==> config.mk <==
export PLATFORM = sky130hd
export DESIGN_NAME = pulse_stretcher_flat
export DESIGN_NICKNAME = d
export VERILOG_FILES = /design/src/rtl/pulse_stretcher_pkg.sv /design/src/rtl/pulse_stretcher_if.sv /design/src/rtl/edge_detector.sv /design/src/rtl/pulse_stretcher.sv /design/src/flat_wrapper.sv
export SDC_FILE = /design/constraint.sdc
export NUM_CORES = 1
export LEC_CHECK = 0
export ABC_AREA = 1
export CORE_MARGIN = 4
export CORE_UTILIZATION = 54
export DETAILED_ROUTE_END_ITERATION = 16
export PLACE_DENSITY = 0.88
export SYNTH_ARGS = -nofsm -noshare
export SYNTH_HDL_FRONTEND = slang
export SYNTH_SLANG_ARGS = --single-unit
==> constraint.sdc <==
create_clock -name clk -period 1.85 [get_ports clk]
set_input_delay 0.37 -clock clk [delete_from_list [all_inputs] [get_ports clk]]
set_output_delay 0.37 -clock clk [all_outputs]
set_load 0.05 [all_outputs]
Run 1, clock network drawn from the DEF:
Scale: 10 px per micron.
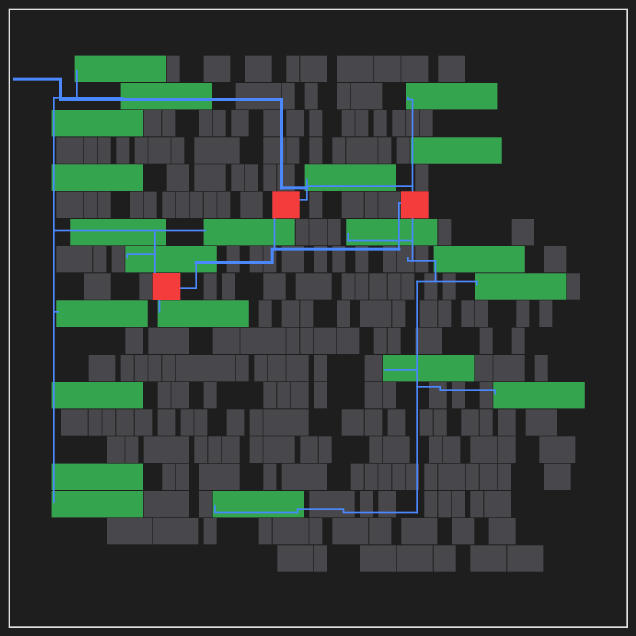
Key: clock wires = blue [length 264 microns]; clock drivers = red [count 3]; flip-flops = green [count 21]
There are 4 routed clock nets.
Worst-Skew Late Latency: 320 ps
Clk pwr share: 10.2%
Final Skew: 19.4 ps

Run 1, I/O pins on the die edge:
Scale: 4 px per micron. Pins as bars across the die edge, other pins in gray.
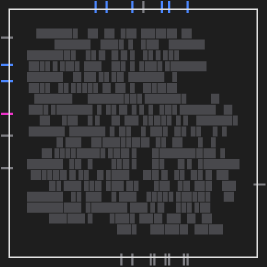
Key: bus_din = magenta [pins 1, direction input, edge left]; bus_missed_cnt = blue [pins 8, direction output, edge 6 top, 2 left]
All pins by edge: 8 bottom, 7 top, 6 left, 1 right.
Die W: 61.6 microns
port bufs: 21
Die Span Y: 61.6 microns

Run 1, metal 2:
Scale: 6 px per micron.
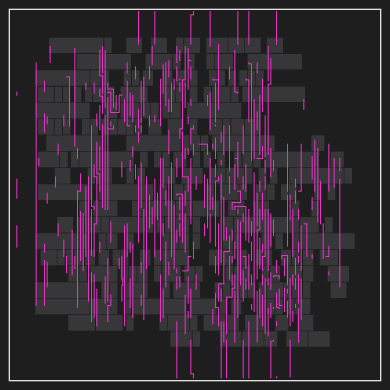
The layer carries 1630 microns of wire. The layer holds 48% of the routed length. The wires run mostly vertical.
routing usage on met2: 32.3%
WL final: 3390 microns

==> flow_summary.yaml, run 1 <==
# flow metrics
clock_tree:
  ctsHoldBuffers: 0
  clock_path_buffers: 2
floorplan:
  die_area_sq_um: 3800
  num_rows: 19
route:
  met3WireLength_microns: 177
  wl_met2_microns: 1630
  ant_nets: 0
  drcViolationCount: 0
  wl_per_cell_microns: 11.8
finish:
  area_growth_pct: 18.1
  fin_area_sq_um: 1840
setup_path:
  crit_path_cell_trace: "inv_1 > ha_1 > nand3_2 > nor2_2 > inv_2 > o21ai_4 > buf_4 > nand2_1 > nand2_1"
  max_stage_delay_ps: 410
  cp.depth: 9
pwr:
  swShare_pct: 49.4
  largestPowerGroup: "combinational logic"
  p_int_uw: 1110
logic_synthesis:
  synthXorXnorAreaFrac_pct: 2.82
  synthTopLogicFamily: "simple AND/OR/NAND/NOR gates"
  synth-edff-count: 0
  mux_share_pct: 0
  synth_area_sq_um: 1550
  synth.largest_area_cell: "dfrtp_1"
  synthCells: 226
  ys_warn_count: 0
global_route:
  first_global_vias: 1343
  grtUsageMet1_pct: 28.3
  grt_max_degree: 22
timing:
  rsz0062_at_grt: "false"
  finalSetupViolations: 0
  worst_pin_slew_ps: 349
worst_hold_path:
  hold_path_class: "primary input to async pin"
run_status:
  run_status: "complete, no violations"
[run 1: cell usage in the layout (no fill, tap or decap), types with 2 or more instances in the layout]
master           instances
nand2_1                 71
inv_1                   28
o21bai_1                 4
o21ai_0                  9
nor2_2                   5
nand2_2                  3
clkbuf_4                 3
a21oi_1                  6
nor2_1                  28
nand4_1                  8
inv_2                    3
buf_4                   14
dfrtp_1                 20
clkdlybuf4s50_1         11
nor3_1                   2
ha_1                     9
xor2_1                   4
nand3_1                 15
[run 1: final cells by class]
cell class                      instances  area [sq um]
Clock buffer                            3          22.5
Clock inverter                          1          5.00
Fill cell                             252           922
Inverter                               32           123
Multi-Input combinational cell        173           905
Sequential cell                        21           527
Tap cell                               31          38.8
Timing Repair Buffer                   25           215
==> run 1 -> run 2 <==
--- a/config.mk
+++ b/config.mk
@@ -8,8 +8,9 @@
 export ABC_AREA = 1
 export CORE_MARGIN = 4
 export CORE_UTILIZATION = 54
+export CTS_CLUSTER_SIZE = 8
 export DETAILED_ROUTE_END_ITERATION = 16
-export PLACE_DENSITY = 0.88
+export PLACE_DENSITY = 0.79
 export SYNTH_ARGS = -nofsm -noshare
 export SYNTH_HDL_FRONTEND = slang
 export SYNTH_SLANG_ARGS = --single-unit
Run 2, clock wiring as the flow saved it:
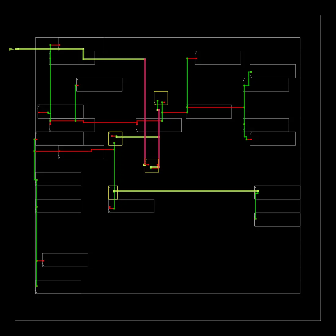
Seq cells: 21
CTS buffer count: 3
Worst-Skew Late Latency: 310 ps

==> run 2 against run 1 <==
- flip-flop count did not move
- register-to-register slack worse by 20 ps
- design area increased by 0.27%
- synthesized area did not move
- critical endpoint is now u_core.cnt_q[0]
- largest cell class unchanged
==> flow_summary.yaml, run 2 <==
# flow metrics
timing:
  rsz0062_at_grt: "false"
  worst_pin_slew_ps: 503
  finalSetupViolations: 0
route:
  drcViolationCount: 0
  drt-total-wl_microns: 3350
  wl_met2_microns: 1510
  met3WireLength_microns: 182
logic_synthesis:
  synthCells: 226
  synth-edff-count: 0
  synth.largest_area_cell: "dfrtp_1"
  synth_area_sq_um: 1550
  synthTopLogicFamily: "simple AND/OR/NAND/NOR gates"
setup_path:
  crit_path_cell_trace: "inv_1 > ha_1 > nand3_2 > nor2_2 > inv_2 > o21ai_4 > buf_4 > nand2_1 > nand2_1"
run_status:
  run_status: "complete, no violations"
floorplan:
  num_rows: 19
  die_width_microns: 61.6
clock_tree:
  ctsHoldBuffers: 0
global_route:
  use_met2_pct: 29.7
  grtUsageMet1_pct: 28.7
finish:
  fin_area_sq_um: 1840
  comb_area_sq_um: 905
Run 2, clock network drawn from the DEF:
Scale: 10 px per micron.
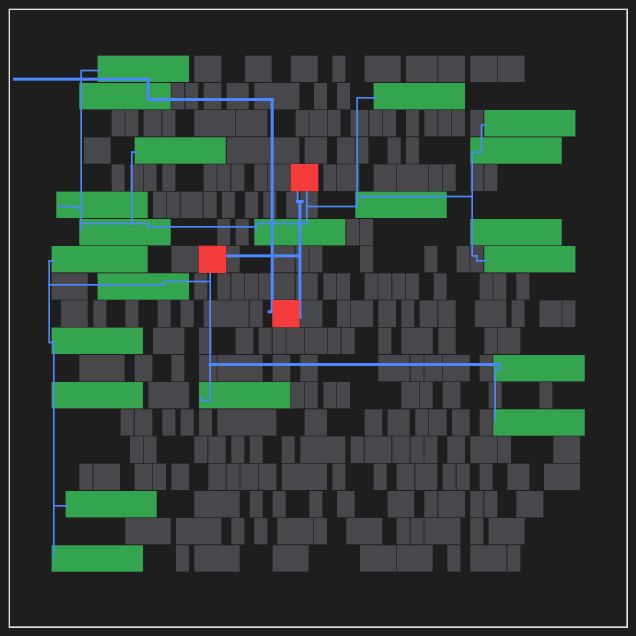
Key: flip-flops = green [count 21]; clock wires = blue [length 277 microns]; clock drivers = red [count 3]
There are 4 routed clock nets.
Clk pwr share: 10.3%
Final Skew: 2.23 ps
clk pwr: 227 uW

## run 2: cell type report
| class | count | area share [%] |
|---|---|---|
| inverter | 32 | 6.66 |
| tap | 31 | 2.11 |
| clock buffer | 3 | 1.22 |
| clock inverter | 1 | 0.272 |
| sequential | 21 | 28.6 |
| multi-input combinational | 173 | 49.2 |
| timing repair buffer | 25 | 12.0 |
## run 2: stage by stage
step | setup slack, ps | power (uW)
2_1_floorplan | 141 | 1650
3_3_place_gp | -9.68 | 1960
3_5_place_dp | -27.6 | 1980
4_1_cts | 14.7 | 2210
5_1_grt | 95.1 | 2440
6_report | 182 | 2200
## run 2: power breakdown
group	switching [uW]	internal, uW	leakage, uW
logic	812	441	0.000690
registers	126	594	0.000272
clock network	147	80.7	0.0000177
total	1080	1120	0.000979
Power figures rest on the tool's default switching activity, not on a simulated workload.
